$ cat src/rtl/clk_meas_pkg.sv
// rtl/clk_meas_pkg.sv - shared widths, timeout default and FSM states for the period meter
package clk_meas_pkg;

    localparam int DEF_W = 28;
    localparam logic [27:0] DEF_TIMEOUT = 28'd100_000_000;

    typedef enum logic [1:0] {
        ARM     = 2'd0,
        MEASURE = 2'd1,
        NOSIG   = 2'd2
    } state_t;

endpackage

$ cat src/rtl/edge_sync.sv
// rtl/edge_sync.sv - two-flop synchronizer with history flop and rise/fall detect
module edge_sync (
    input  logic clock_in,
    input  logic reset,
    input  logic async_in,
    output logic rise,
    output logic fall,
    output logic level
);

    logic s1;
    logic s2;
    logic s3;

    always_ff @(posedge clock_in) begin
        if (reset) begin
            s1 <= 1'b0;
            s2 <= 1'b0;
            s3 <= 1'b0;
        end else begin
            s1 <= async_in;
            s2 <= s1;
            s3 <= s2;
        end
    end

    assign rise  = s2 & ~s3;
    assign fall  = ~s2 & s3;
    assign level = s2;

endmodule

$ cat src/rtl/clk_period_meter.sv
// rtl/clk_period_meter.sv - measures period and high time of sig_in in clock_in cycles
module clk_period_meter
    import clk_meas_pkg::*;
#(
    parameter int          W       = DEF_W,
    parameter logic [W-1:0] TIMEOUT = W'(DEF_TIMEOUT)
) (
    input  logic         clock_in,
    input  logic         reset,
    input  logic         sig_in,
    output logic [W-1:0] period,
    output logic [W-1:0] high_time,
    output logic         valid,
    output logic         timeout
);

    localparam logic [W-1:0] CNT_MAX = '1;
    localparam logic [W-1:0] ONE     = W'(1);

    state_t       state;
    logic [W-1:0] cnt;
    logic [W-1:0] hcnt;
    logic [W-1:0] hold_high;
    logic         hi_phase;
    logic [W-1:0] cnt_next;
    logic [W-1:0] hcnt_next;
    logic         rise;
    logic         fall;
    logic         level;

    edge_sync u_sync (
        .clock_in (clock_in),
        .reset    (reset),
        .async_in (sig_in),
        .rise     (rise),
        .fall     (fall),
        .level    (level)
    );

    assign cnt_next  = (cnt == CNT_MAX) ? cnt : cnt + 1'b1;
    assign hcnt_next = (hcnt == CNT_MAX) ? hcnt : hcnt + 1'b1;

    always_ff @(posedge clock_in) begin
        if (reset) begin
            state     <= ARM;
            cnt       <= '0;
            hcnt      <= '0;
            hold_high <= '0;
            hi_phase  <= 1'b0;
            period    <= '0;
            high_time <= '0;
            valid     <= 1'b0;
            timeout   <= 1'b0;
        end else begin
            valid <= 1'b0;
            case (state)
                ARM: begin
                    if (rise) begin
                        cnt      <= ONE;
                        hcnt     <= ONE;
                        hi_phase <= 1'b1;
                        state    <= MEASURE;
                    end else begin
                        cnt <= cnt_next;
                        if (cnt == TIMEOUT) begin
                            state   <= NOSIG;
                            timeout <= 1'b1;
                        end
                    end
                end
                MEASURE: begin
                    if (rise) begin
                        period    <= cnt;
                        high_time <= hi_phase ? hcnt : hold_high;
                        valid     <= 1'b1;
                        cnt       <= ONE;
                        hcnt      <= ONE;
                        hi_phase  <= 1'b1;
                    end else begin
                        cnt <= cnt_next;
                        if (hi_phase && level) begin
                            hcnt <= hcnt_next;
                        end
                        if (fall) begin
                            hold_high <= hcnt;
                            hi_phase  <= 1'b0;
                        end
                        if (cnt == TIMEOUT) begin
                            state   <= NOSIG;
                            timeout <= 1'b1;
                        end
                    end
                end
                NOSIG: begin
                    if (rise) begin
                        timeout  <= 1'b0;
                        cnt      <= ONE;
                        hcnt     <= ONE;
                        hi_phase <= 1'b1;
                        state    <= MEASURE;
                    end
                end
                default: begin
                    state <= ARM;
                end
            endcase
        end
    end

endmodule

$ cat config.mk
export PLATFORM = sky130hd
export DESIGN_NAME = clk_period_meter
export DESIGN_NICKNAME = d
export VERILOG_FILES = /design/src/rtl/clk_meas_pkg.sv /design/src/rtl/edge_sync.sv /design/src/rtl/clk_period_meter.sv
export SDC_FILE = /design/constraint.sdc
export NUM_CORES = 1
export LEC_CHECK = 0
export CAP_MARGIN = 20
export CORE_UTILIZATION = 54
export CTS_BUF_LIST = sky130_fd_sc_hd__clkbuf_4 sky130_fd_sc_hd__clkbuf_8
export DETAILED_ROUTE_END_ITERATION = 10
export HOLD_SLACK_MARGIN = 0.05
export PLACE_DENSITY = 0.8
export RECOVER_POWER = 25
export SYNTH_ARGS = -nofsm -noshare
export SYNTH_HDL_FRONTEND = slang
export SYNTH_SLANG_ARGS = --single-unit
$ cat constraint.sdc
create_clock -name clock_in -period 2.56 [get_ports clock_in]
set_clock_uncertainty 0.05 [all_clocks]
set_input_delay 0.64 -clock clock_in [delete_from_list [all_inputs] [get_ports clock_in]]
set_output_delay 0.64 -clock clock_in [all_outputs]
set_load 0.05 [all_outputs]
==> flow.log, run 1 <==
[report] extracting results
[metrics] outcome: finished, final reports clean
[metrics] total global-route track usage: 29.2%
[metrics] Synth Warn #: 0
[metrics] Design Power: 4.57 mW
[metrics] Synth-to-Final Area Change: 17.9%
[metrics] CP Class: register to register
[metrics] register area share after synthesis: 43.5%
[metrics] number of endpoints with negative hold slack in the final report: 0
[metrics] CP startpoint: cnt[1]$_SDFFE_PP0P_
[metrics] FF/Latch Area: 2960 sq um
[metrics] WL per Instance: 16.9 um
[metrics] fraction of post-synthesis cell area in the top cell type by area: 43.5%
[metrics] final setup slack of the worst path: 135 ps
[metrics] instance count of the mapped netlist: 834
[metrics] number of violations of the max-capacitance limit: 0
[metrics] cell accounting for the most synthesized area: dfxtp_1
[metrics] CP delay by family, top: simple AND/OR/NAND/NOR gates
[metrics] simple logic cell fraction of the synthesized area: 24.3%
[metrics] highest fanout seen on the critical path: 7
[metrics] share of cells above drive strength 1: 10.7%
[metrics] setup violation total in the final timing report: 0
[metrics] dpl cells: 1,032
[metrics] maximum achievable frequency: 412 MHz
[metrics] number of gates resized after cts: 0
[metrics] Fin Hold WS: 404 ps
[metrics] I/O Pins: 61
[metrics] fraction of area in clock buffers and inverters: 5.50%
[metrics] GRT overflow: 0
[metrics] leading cell types in the layout, fill and taps excluded: 154 x nand2_1, 148 x dfxtp_1, 89 x a21oi_1, 58 x clkdlybuf4s50_1, 57 x nor2_1
[metrics] leakage power summed over all cells: 2.53 nW
[metrics] Non-Clock Buffer Count: 101
[metrics] library cell appearing most often on the critical path: or4_4
[metrics] clock tree from TritonCTS: done
[metrics] most used standard cells in the synthesized netlist: 154 x nand2_1, 148 x dfxtp_1, 90 x a21oi_1
[metrics] weighted congestion reported at the end of routability-driven placement: 0.945
[metrics] number of remaining DRC errors: 0
[metrics] Placement Cell Area: 7610 sq um
[metrics] ANT cells: 0
[metrics] logic share of the area: 43.2%
[metrics] count of inverters other than clock inverters in the layout: 10
[metrics] leading register cell type out of synthesis: dfxtp_1
[metrics] die height: 114 um
[metrics] Top logic family: simple AND/OR/NAND/NOR gates
[metrics] average instance area after synthesis: 8.17 sq um
[metrics] layout buffering overhead excluding clock cells: 11.3%
[metrics] Initial Utilization: 56.0%
-- run 1: final timing paths --
path / cells past startpoint / slack (ps) / to
max: 6 / 130 / cnt[1]$_SDFFE_PP0P_
max reg2reg: 6 / 130 / cnt[1]$_SDFFE_PP0P_
min reg2reg: 2 / 400 / period[8]$_SDFFE_PP0P_
min: 2 / 400 / period[8]$_SDFFE_PP0P_
-- run 1: report_power, final --
group	switching [mW]	total, mW	internal, mW
registers	0.0147	2.33	2.31
logic	0.150	0.221	0.0711
clock network	0.867	2.02	1.15
total	1.03	4.57	3.54
-- run 1: layer usage --
metal,GRT usage (%),share of wire (%),up-vias
met4,11.7,2.1,0
met2,50.2,51,198
met1,36.3,43,3072
met5,0,0,-
met3,5.08,4.3,41
li1,-,-,3126
==> run_1/layers.png <==
Bar = 20 um.
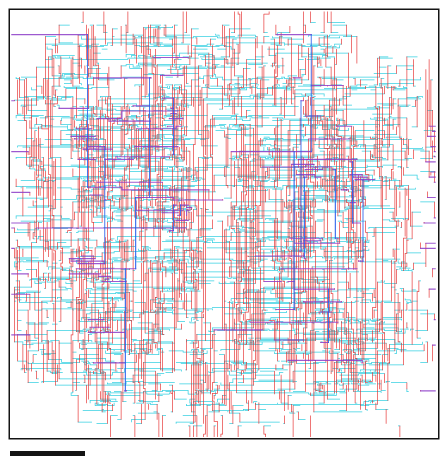
- M1: cyan (wire length 7,730 um)
- M2: red (wire length 9,100 um)
- M4: blue (wire length 386 um)
- M3: purple (wire length 781 um)

==> run_1/pinout.png <==
Pins as bars across the die edge, other pins in gray.
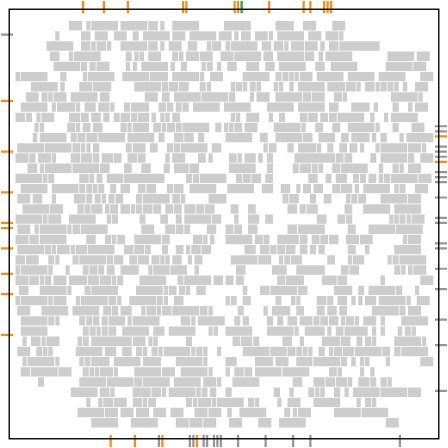
- high_time: orange (pins 28; direction output; edge 13 top, 9 left, 4 bottom, 2 right)
- reset: green (pins 1; direction input; edge top)

==> run_1/congestion_map.png <==
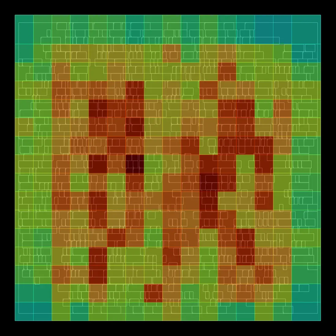
met2 usage: 50.2%
most congested layer reported by global routing: met2
met1 track demand over resource: 36.3%
GR Layer Usage met3: 5.08%

==> inputs of run 2 (changes only) <==
PLACE_DENSITY = 0.81   (was 0.8)
SYNTH_HIERARCHICAL = 1   (was unset)
==> flow.log, run 2 <==
[report] extracting results
[metrics] instance count of the mapped netlist: 831
[metrics] met1 track demand over resource: 39.9%
[metrics] Placement Cell Area: 7530 sq um
[metrics] CP delay by family, top: simple AND/OR/NAND/NOR gates
[metrics] setup violation total in the final timing report: 0
[metrics] power of the combinational group: 0.220 mW
[metrics] leading cell types in the layout, fill and taps excluded: 152 x nand2_1, 148 x dfxtp_1, 84 x a21oi_1, 59 x clkdlybuf4s50_1, 50 x nor2_1
[metrics] leakage power summed over all cells: 2.56 nW
[metrics] portion of total power attributed to combinational logic: 5.0%
[metrics] logic depth of the worst setup path including buffers: 7
[metrics] highest fanout seen on the critical path: 11
[metrics] maximum achievable frequency: 422 MHz
[metrics] I/O Pins: 61
[metrics] cell accounting for the most synthesized area: dfxtp_1
[metrics] uppermost layer routed: met4
[metrics] most used standard cells in the synthesized netlist: 152 x nand2_1, 148 x dfxtp_1, 84 x a21oi_1
[metrics] GRT overflow: 0
[metrics] CP Class: register to register
[metrics] share of cells above drive strength 1: 9.03%
[metrics] Synth-to-Final Area Change: 16.6%
[metrics] proportion of power drawn by flip-flops and latches: 53.3%
[metrics] leading register cell type out of synthesis: dfxtp_1
[metrics] Synth Warn #: 6
[metrics] Initial Utilization: 56.0%
[metrics] worst-case register-to-register setup slack: 190 ps
[metrics] Fin Hold WS: 387 ps
[metrics] number of endpoints with negative hold slack in the final report: 0
[metrics] Design Power: 4.43 mW
[metrics] average instance area after synthesis: 8.17 sq um
[metrics] die height: 114 um
[metrics] GR Layer Usage met3: 5.29%
[metrics] Reg2Reg Capture Point: hcnt[16]$_SDFFE_PP0P_
[metrics] register area share after synthesis: 43.7%
[metrics] outcome: finished, final reports clean
[metrics] number of remaining DRC errors: 0
[metrics] reported clock group power: 1.85 mW
[metrics] WL per Instance: 16.1 um
[metrics] final setup slack of the worst path: 188 ps
[metrics] Sw Share: 24.1%
[metrics] number of gates resized after cts: 0
[metrics] WHS Path Cells: 1
[metrics] fraction of post-synthesis cell area in the top cell type by area: 43.7%
[metrics] Net Sw Power: 1.07 mW
[metrics] met2 usage: 40.5%
[metrics] FF-to-FF path depth: 7
[metrics] met2 WL: 7.49 mm
[metrics] detailed-route wire length on metal 1: 8.29 mm
[metrics] dpl cells: 1,023
==> run 2: logic make-up (layout without fill, tap and decap cells) <==
kind of cell | after synthesis | after routing | share of synthesized area, %
xor+xnor | 1 | 1 | 0.129
buf+inv | 82 | 137 | 5.50
fa+ha+maj | 3 | 3 | 0.553
flops | 148 | 148 | 43.7
compound gates | 213 | 213 | 20.0
simple gates | 353 | 353 | 25.5
mux | 31 | 31 | 4.57
==> run 2: layout make-up <==
| type | instances | area (sq um) | area share [%] |
|---|---|---|---|
| clock buffer | 18 | 241 | 3.05 |
| clock inverter | 13 | 159 | 2.01 |
| inverter | 12 | 45.0 | 0.569 |
| sequential | 148 | 2960 | 37.5 |
| multi-input combinational | 601 | 3450 | 43.7 |
| timing repair buffer | 94 | 838 | 10.6 |
| tap | 168 | 210 | 2.66 |
==> run_2/m4.png <==
Cells faint in the background.
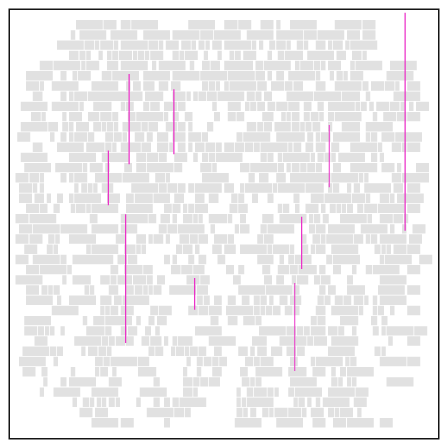
- longest straight run: 57.8 um
- main direction: vertical
- wire length on this layer: 208 um
- share of all routed wire: 1.2%

==> run_2/clock_wires.png <==
Bar = 20 um.
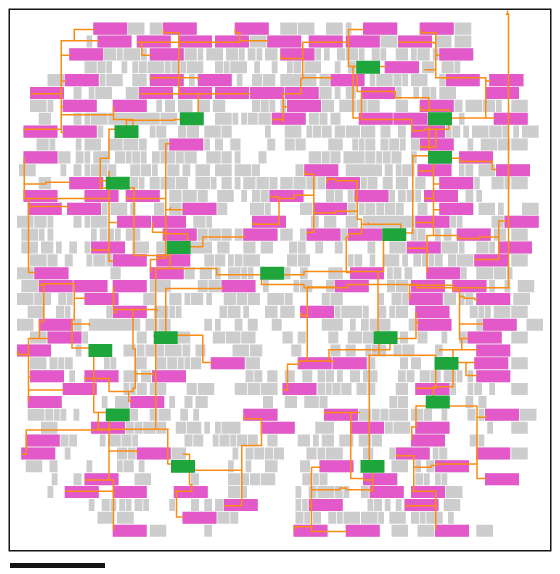
- clock wires: orange (length 1,730 um)
- flip-flops: magenta (count 148)
- clock-net drivers: green (count 17)
- routed clock nets: 18
- flops lie: all over the die

==> inputs of run 3 (changes only) <==
CORE_ASPECT_RATIO = 0.5   (was unset)
SETUP_SLACK_MARGIN = 0.2   (was unset)
SLEW_MARGIN = 15   (was unset)
==> flow.log, run 3 <==
[report] extracting results
[metrics] outcome: finished, violations left
[metrics] failing checks: capacitance limit, slew limit
[metrics] Fin Hold WS: 406 ps
[metrics] count of inverters other than clock inverters in the layout: 12
[metrics] area fraction in full adders, half adders and majority gates: 0.553%
[metrics] leading register cell type out of synthesis: dfxtp_1
[metrics] Sw Share: 25.8%
[metrics] portion of total power attributed to combinational logic: 5.1%
[metrics] Top logic family: simple AND/OR/NAND/NOR gates
[metrics] mux share of post-synthesis cell area: 4.57%
[metrics] Pint: 3.25 mW
[metrics] CP delay by family, top: buffers and inverters
[metrics] Largest Pwr Group: sequential cells
[metrics] register area share after synthesis: 43.7%
[metrics] total count of max-transition violations in the final report: 42
[metrics] dpl cells: 1,019
[metrics] number of violations of the max-capacitance limit: 1
[metrics] WL per Instance: 15.5 um
[metrics] proportion of power drawn by flip-flops and latches: 53.9%
[metrics] number of endpoints with negative hold slack in the final report: 0
[metrics] average instance area after synthesis: 8.17 sq um
[metrics] Flop Count: 148
[metrics] number of remaining DRC errors: 0
[metrics] number of clock buffers in the layout: 20
[metrics] Initial Utilization: 56.5%
[metrics] Placement Cell Area: 7510 sq um
[metrics] post-synthesis share of cell area spent on and-or and or-and gates: 20.0%
[metrics] Synth-to-Final Area Change: 16.4%
## run 3: routing by layer
metal	vias up	GRT usage [%]
met3	35	4.65
met4	0	10.1
li1	3113	-
met2	205	43.7
met1	2946	33.1
met5	-	0
## run 3: path summary, 6_finish.rpt
path / from / depth (start not counted) / slack [ps] / endpoint
worst max-delay path: timeout$_SDFFE_PP0P_ / 1 / 230 / timeout
worst min-delay path: hold_high[26]$_SDFFE_PP0P_ / 2 / 410 / hold_high[26]$_SDFFE_PP0P_
worst max register to register: cnt[0]$_SDFFE_PP0P_ / 6 / 230 / cnt[3]$_SDFFE_PP0P_
worst min register to register: hold_high[26]$_SDFFE_PP0P_ / 2 / 410 / hold_high[26]$_SDFFE_PP0P_
## run 3: what timing repair did
action                                  CTS  global route
setup buffers                             0             0
gates resized                             0             5
endpoints found under the setup margin    0            22
==> run_3/clock_wires.png <==
Bar = 50 um.
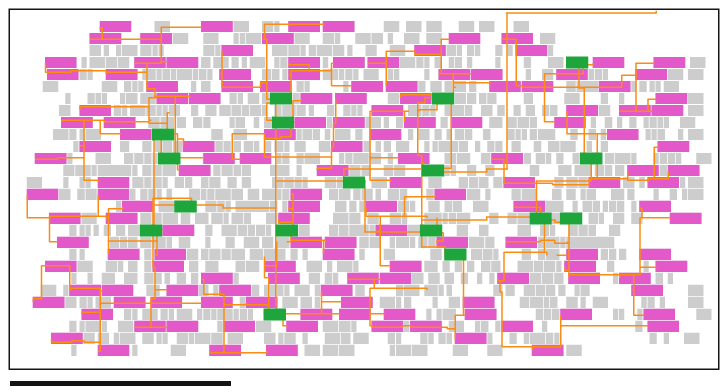
share of total power in the clock network: 41.0%
latest clock arrival within the worst-skew pair: 460 ps

==> run_3/pinout.png <==
Pins as bars across the die edge, other pins in gray.
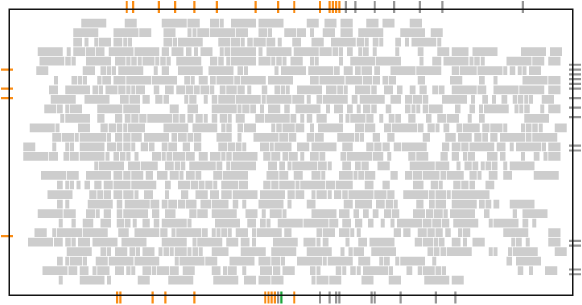
die width: 161 um
die height: 81.3 um
count of input and output buffers: 60

Power figures rest on the tool's default switching activity, not on a simulated workload.
